### Metal 2

Bar = 50 um.
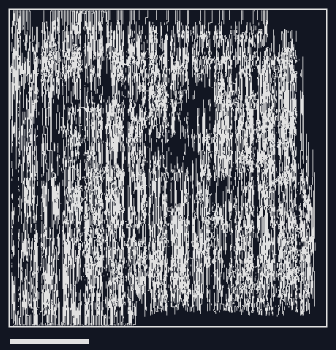
### Clock network drawn from the DEF

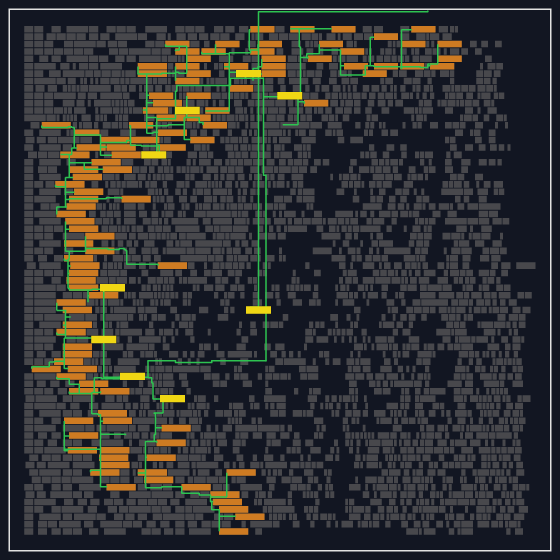
### Placed cells, one colour a class

Bar = 50 um. Fill, decap, tap and diode cells in grey.
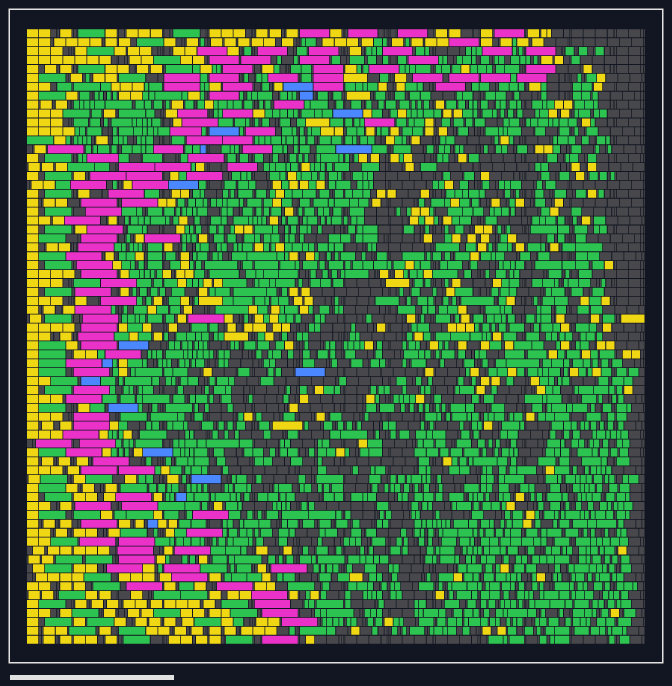
### Supply network

Pins as bars on the die edge. Tap cells in grey.
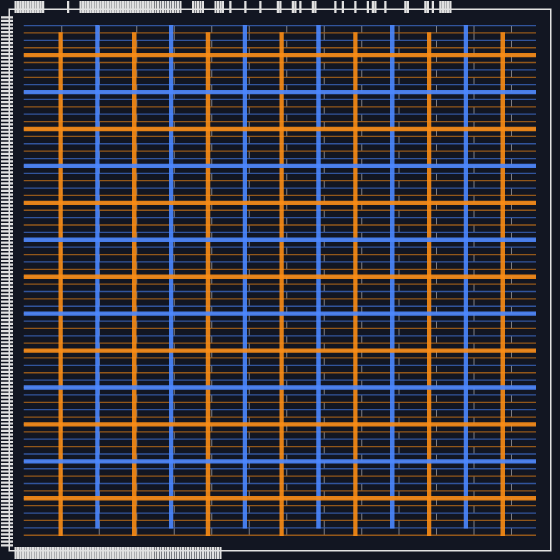
===== src/rtl/fp_ctrl_pkg.sv =====
// Shared types and constants for the FP adder front end and its datapath.
package fp_ctrl_pkg;
  localparam int FP_W = 32;

  typedef enum logic [2:0] {
    RNE = 3'd0,
    RTZ = 3'd1,
    RDN = 3'd2,
    RUP = 3'd3,
    RMM = 3'd4
  } rmode_e;

  typedef enum logic [1:0] {
    IDLE = 2'd0,
    EXEC = 2'd1,
    RESP = 2'd2
  } arb_state_e;

  localparam logic [FP_W-1:0] QNAN = 32'h7FC0_0000;
endpackage


===== src/rtl/fp_adder.sv =====
// Combinational IEEE-754 single-precision adder with five rounding modes.
module fp_adder
  import fp_ctrl_pkg::*;
(
  input  logic [FP_W-1:0] i_a,
  input  logic [FP_W-1:0] i_b,
  input  rmode_e          i_rm,
  output logic [FP_W-1:0] o_res,
  output logic            o_ovf,
  output logic            o_unf
);
  logic [7:0]  w_ea, w_eb, w_ex, w_ey, w_d;
  logic [23:0] w_ma, w_mb, w_mx, w_my;
  logic        w_swap, w_sx, w_sy, w_st, w_g, w_rs, w_inc, w_huge;
  logic [26:0] w_sh, w_al, w_nm;
  logic [27:0] w_sum;
  logic [4:0]  w_lz;
  logic [9:0]  w_e, w_shl;
  logic [24:0] w_rnd;

  always_comb begin
    w_ea   = i_a[30:23];
    w_eb   = i_b[30:23];
    w_ma   = {|w_ea, i_a[22:0]};
    w_mb   = {|w_eb, i_b[22:0]};
    w_swap = {w_eb, i_b[22:0]} > {w_ea, i_a[22:0]};
    w_sx   = w_swap ? i_b[31] : i_a[31];
    w_sy   = w_swap ? i_a[31] : i_b[31];
    // Denormals share the exponent of the smallest normal.
    w_ex   = w_swap ? ((w_eb == 8'd0) ? 8'd1 : w_eb) : ((w_ea == 8'd0) ? 8'd1 : w_ea);
    w_ey   = w_swap ? ((w_ea == 8'd0) ? 8'd1 : w_ea) : ((w_eb == 8'd0) ? 8'd1 : w_eb);
    w_mx   = w_swap ? w_mb : w_ma;
    w_my   = w_swap ? w_ma : w_mb;
    w_d    = w_ex - w_ey;
    w_sh   = {w_my, 3'b000};
    if (w_d >= 8'd27) begin
      w_al = '0;
      w_st = |w_my;
    end else begin
      w_al = w_sh >> w_d;
      w_st = |(w_sh & ((27'd1 << w_d) - 27'd1));
    end
    w_al[0] = w_al[0] | w_st;
    w_sum = (w_sx == w_sy) ? ({1'b0, w_mx, 3'b000} + {1'b0, w_al})
                           : ({1'b0, w_mx, 3'b000} - {1'b0, w_al});

    w_e   = {2'b00, w_ex};
    w_lz  = 5'd27;
    w_shl = '0;
    w_nm  = '0;
    for (int i = 0; i < 27; i++) if (w_sum[i]) w_lz = 5'(26 - i);
    if (w_sum[27]) begin
      w_nm = w_sum[27:1] | {26'b0, w_sum[0]};
      w_e  = w_e + 10'd1;
    end else begin
      // Left shift stops at the denormal boundary so e never drops below 1.
      w_shl = ({5'b0, w_lz} < (w_e - 10'd1)) ? {5'b0, w_lz} : (w_e - 10'd1);
      w_nm  = w_sum[26:0] << w_shl;
      w_e   = w_e - w_shl;
    end

    w_g  = w_nm[2];
    w_rs = |w_nm[1:0];
    case (i_rm)
      RTZ:     w_inc = 1'b0;
      RDN:     w_inc = w_sx & (w_g | w_rs);
      RUP:     w_inc = ~w_sx & (w_g | w_rs);
      RMM:     w_inc = w_g;
      default: w_inc = w_g & (w_rs | w_nm[3]);
    endcase
    w_rnd = {1'b0, w_nm[26:3]} + {24'b0, w_inc};
    if (w_rnd[24]) begin
      w_rnd = w_rnd >> 1;
      w_e   = w_e + 10'd1;
    end

    o_res  = {w_sx, (w_rnd[23] ? w_e[7:0] : 8'd0), w_rnd[22:0]};
    o_ovf  = 1'b0;
    o_unf  = ~w_rnd[23] & (w_g | w_rs);
    w_huge = (i_rm == RTZ) | ((i_rm == RDN) & ~w_sx) | ((i_rm == RUP) & w_sx);
    if (w_e >= 10'd255) begin
      o_ovf = 1'b1;
      o_res = w_huge ? {w_sx, 8'hFE, 23'h7FFFFF} : {w_sx, 8'hFF, 23'h0};
    end
    if (w_sum == 28'd0) begin
      o_res = {((w_sx == w_sy) ? w_sx : (i_rm == RDN)), 31'b0};
      o_unf = 1'b0;
    end
    if (((w_ea == 8'hFF) && (|i_a[22:0])) || ((w_eb == 8'hFF) && (|i_b[22:0])) ||
        ((w_ea == 8'hFF) && (w_eb == 8'hFF) && (i_a[31] != i_b[31]))) begin
      o_res = QNAN;
      o_ovf = 1'b0;
      o_unf = 1'b0;
    end else if ((w_ea == 8'hFF) || (w_eb == 8'hFF)) begin
      o_res = (w_ea == 8'hFF) ? i_a : i_b;
      o_ovf = 1'b0;
      o_unf = 1'b0;
    end
  end
endmodule


===== src/rtl/rr_arbiter.sv =====
// Round-robin arbiter; the pointer moves to the winner only on an accepted grant.
module rr_arbiter #(
  parameter int NUM_REQ = 4,
  parameter int ID_W    = $clog2(NUM_REQ)
) (
  input  logic               clk,
  input  logic               rst_n,
  input  logic [NUM_REQ-1:0] i_req,
  input  logic               i_advance,
  output logic [NUM_REQ-1:0] o_grant,
  output logic [ID_W-1:0]    o_idx
);
  logic [ID_W-1:0] r_last_grant;
  logic [ID_W:0]   w_sum;
  logic [ID_W-1:0] w_cand;
  logic            w_found;

  // Scan last_grant+1 .. last_grant (mod NUM_REQ); first pending requester wins.
  always_comb begin
    o_grant = '0;
    o_idx   = '0;
    w_found = 1'b0;
    w_sum   = '0;
    w_cand  = '0;
    for (int k = 1; k <= NUM_REQ; k++) begin
      w_sum = {1'b0, r_last_grant} + (ID_W+1)'(k);
      if (w_sum >= (ID_W+1)'(NUM_REQ)) w_sum = w_sum - (ID_W+1)'(NUM_REQ);
      w_cand = w_sum[ID_W-1:0];
      if (!w_found && i_req[w_cand]) begin
        w_found         = 1'b1;
        o_idx           = w_cand;
        o_grant[w_cand] = 1'b1;
      end
    end
  end

  always_ff @(posedge clk or negedge rst_n) begin
    if (!rst_n)         r_last_grant <= ID_W'(NUM_REQ - 1);
    else if (i_advance) r_last_grant <= o_idx;
  end
endmodule


===== src/rtl/fp_add_arbiter.sv =====
// Shares one combinational fp_adder among NUM_REQ requesters: grant, execute, hold result.
module fp_add_arbiter
  import fp_ctrl_pkg::*;
#(
  parameter int NUM_REQ = 4,
  parameter int ID_W    = $clog2(NUM_REQ)
) (
  input  logic                          clk,
  input  logic                          rst_n,
  input  logic [NUM_REQ-1:0]            req_valid,
  output logic [NUM_REQ-1:0]            req_ready,
  input  logic [NUM_REQ-1:0][FP_W-1:0]  req_a,
  input  logic [NUM_REQ-1:0][FP_W-1:0]  req_b,
  input  logic [NUM_REQ-1:0][2:0]       req_rmode,
  output logic                          resp_valid,
  input  logic                          resp_ready,
  output logic [ID_W-1:0]               resp_id,
  output logic [FP_W-1:0]               resp_result,
  output logic                          resp_overflow,
  output logic                          resp_underflow,
  output logic                          resp_bad_rm
);
  arb_state_e        r_state, w_next;
  logic [NUM_REQ-1:0] w_grant;
  logic [ID_W-1:0]   w_idx;
  logic              w_advance, w_open;
  logic [2:0]        w_rm_in;
  logic              w_bad;
  logic [FP_W-1:0]   r_a, r_b, w_sum;
  rmode_e            r_rm;
  logic [ID_W-1:0]   r_id;
  logic              r_bad, w_ovf, w_unf;

  rr_arbiter #(.NUM_REQ(NUM_REQ), .ID_W(ID_W)) u_arb (
    .clk      (clk),
    .rst_n    (rst_n),
    .i_req    (req_valid),
    .i_advance(w_advance),
    .o_grant  (w_grant),
    .o_idx    (w_idx)
  );

  always_ff @(posedge clk or negedge rst_n) begin
    if (!rst_n) r_state <= IDLE;
    else        r_state <= w_next;
  end

  always_comb begin
    w_next = r_state;
    case (r_state)
      IDLE:    if (|req_valid) w_next = EXEC;
      EXEC:    w_next = RESP;
      RESP:    if (resp_ready) w_next = (|req_valid) ? EXEC : IDLE;
      default: w_next = IDLE;
    endcase
  end

  // Grant window: IDLE, or RESP while the consumer drains the current result.
  always_comb begin
    w_open     = (r_state == IDLE) || ((r_state == RESP) && resp_ready);
    req_ready  = (w_open && rst_n) ? w_grant : '0;
    w_advance  = |req_ready;
    resp_valid = (r_state == RESP);
  end

  assign w_rm_in = req_rmode[w_idx];
  assign w_bad   = (w_rm_in > 3'd4);

  // Operand register, loaded on an accepted grant
  always_ff @(posedge clk) begin
    if (w_advance) begin
      r_a   <= req_a[w_idx];
      r_b   <= req_b[w_idx];
      r_rm  <= w_bad ? RNE : rmode_e'(w_rm_in);
      r_id  <= w_idx;
      r_bad <= w_bad;
    end
  end

  fp_adder u_add (
    .i_a  (r_a),
    .i_b  (r_b),
    .i_rm (r_rm),
    .o_res(w_sum),
    .o_ovf(w_ovf),
    .o_unf(w_unf)
  );

  // Output register, loaded at the end of EXEC
  always_ff @(posedge clk or negedge rst_n) begin
    if (!rst_n) begin
      resp_id        <= '0;
      resp_result    <= '0;
      resp_overflow  <= 1'b0;
      resp_underflow <= 1'b0;
      resp_bad_rm    <= 1'b0;
    end else if (r_state == EXEC) begin
      resp_id        <= r_id;
      resp_result    <= w_sum;
      resp_overflow  <= w_ovf;
      resp_underflow <= w_unf;
      resp_bad_rm    <= r_bad;
    end
  end
endmodule


===== config.mk =====
export PLATFORM = sky130hd
export DESIGN_NAME = fp_add_arbiter
export DESIGN_NICKNAME = d
export VERILOG_FILES = /design/src/rtl/fp_ctrl_pkg.sv /design/src/rtl/fp_adder.sv /design/src/rtl/rr_arbiter.sv /design/src/rtl/fp_add_arbiter.sv
export SDC_FILE = /design/constraint.sdc
export NUM_CORES = 1
export LEC_CHECK = 0
export CAP_MARGIN = 5
export CORE_MARGIN = 5
export CORE_UTILIZATION = 50
export DETAILED_ROUTE_END_ITERATION = 8
export GPL_TIMING_DRIVEN = 1
export PLACE_DENSITY = 0.78
export RECOVER_POWER = 25
export SLEW_MARGIN = 20
export SYNTH_ARGS = -nofsm -noshare
export SYNTH_HDL_FRONTEND = slang
export SYNTH_SLANG_ARGS = --single-unit
export TNS_END_PERCENT = 10

===== constraint.sdc =====
create_clock -name clk -period 15.4 [get_ports clk]
set_input_delay 3.08 -clock clk [delete_from_list [all_inputs] [get_ports clk]]
set_output_delay 3.08 -clock clk [all_outputs]
set_load 0.05 [all_outputs]

==> out/qor.txt <==
status = complete, but fails checks
violated checks = max-capacitance violations, max-slew violations
top sig layer = met5
MaxCap Viol Count = 1
Regs by FF count = r_a (32), r_b (32), resp_result (32)
worst setup margin = 0.5070 ns
Seq/total area = 13.16%
share of layout cells above drive strength 1 = 18.87%
first-pass GRT wire length = 118.4 mm
R2R Path End = resp_result[4]
pin count of the biggest net entering global routing = 73
Top Layout Cells = clkdlybuf4s50_1 (294), nand2_1 (264), buf_4 (240)
initial antenna violation count = 3
Synth Cell Area = 0.01783 mm2
drt first pass iters = 6
CP startpoint kind = flop
total vias in the final route = 21280
clk buf depth = 2
routing usage on met2 = 62.95%
total track usage = 38.29%
hold slack = 0.4475 ns
pre-CTS setup slack = -0.1530 ns
Synth Area in Compound Gates = 26.65%
Data buffer area share = 21.71%
top post-synthesis cells by area = edfxtp_1 (12%), mux4_2 (11%), ha_1 (7.8%)
crit path from = r_b[29]
Hold Crit Class = flop to flop
Post-synth mux share = 16.25%
setup TNS = 0 ns
RR Startpoint = r_b[29]
crit path DRT = 15.67 ns
Leading cell kind = multi-input combinational cells
Post-synth EDFFs = 70
clock network area share = 1.321%
Adder-Cell Fraction of Synth Area = 8.124%
Worst EP arrival = 15.16 ns
fin. max-slew vios = 43
Dominant comb cell = AND-OR/OR-AND gates
Inverters excl. clock = 115
yosys warning tally = 0
Worst Tran Pin Value = 2.300 ns
crit path capture = resp_result[4]
worst skew pair latency = 0.37 ns
Crit path max-delay family = AND-OR/OR-AND gates
Most Crowded Layer GR = met2
Clock transition at path regs = 0.08 ns
Critical Path Sink Type = flop
top_reg_cell synth = edfxtp_1
asr flop ratio synth = 36.94%
Max-slew headroom = -53.32%
DP Area = 0.02290 mm2
number of global-route vias before repair = 20250
dominant cell type by area after synthesis = edfxtp_1
fraction of area in multi-input gates = 59.50%
drt via density = 6.769
average wire per standard cell = 25.27 um
FP Util = 50.39%
Die ar. = 0.03955 mm2
diode count = 2
Seq share, synth = 17.55%
num ports = 317
Cells after Synth = 2225
dpl hpwl = 64.46 mm
Fin. Hold Viols = 0
met1 usage = 48.74%
H-tree lvl count = 3
CTS tree = yes
final core occ = 67.18%
P&R area growth vs syn = 33.34%
MI comb cells = 1871
top cells by count, synth = nand2_1 (266), nor2_1 (180), a21oi_1 (165), o21ai_0 (130), ha_1 (111)
flops out of synthesis = 111
Yosys Chip Area = 0.01783 mm2
Fmax = 67.15 MHz
CTS root buffer = clkbuf_16
-- 'Metal 2' (at the start) --
The wires run mostly vertical. The longest straight run is 79.6 um. The layer carries 37.1 mm of wire. 2703 nets have wire on it. The layer holds 47% of the routed length.

-- 'Clock network drawn from the DEF' (at the start) --
Green stands for clock wires, length 1460 um. Orange stands for flip-flops, count 111. Yellow stands for cells driving clock nets, count 9.
There are 10 routed clock nets.

-- 'Placed cells, one colour a class' (at the start) --
Magenta stands for flops, cells 111, share of their area 13%. Yellow stands for other buffers and delay cells, cells 568, share of their area 22%. Blue stands for clock drivers and dummy loads, cells 16, share of their area 1.4%. Green stands for all other logic, cells 1986, share of their area 63%.

-- 'Supply network' (at the start) --
Blue stands for VDD. Orange stands for VSS.
70 met1 rails follow the rows. 461 tap cells. 13 straps on met5. The core has 69 rows. 317 signal pins sit on the boundary.

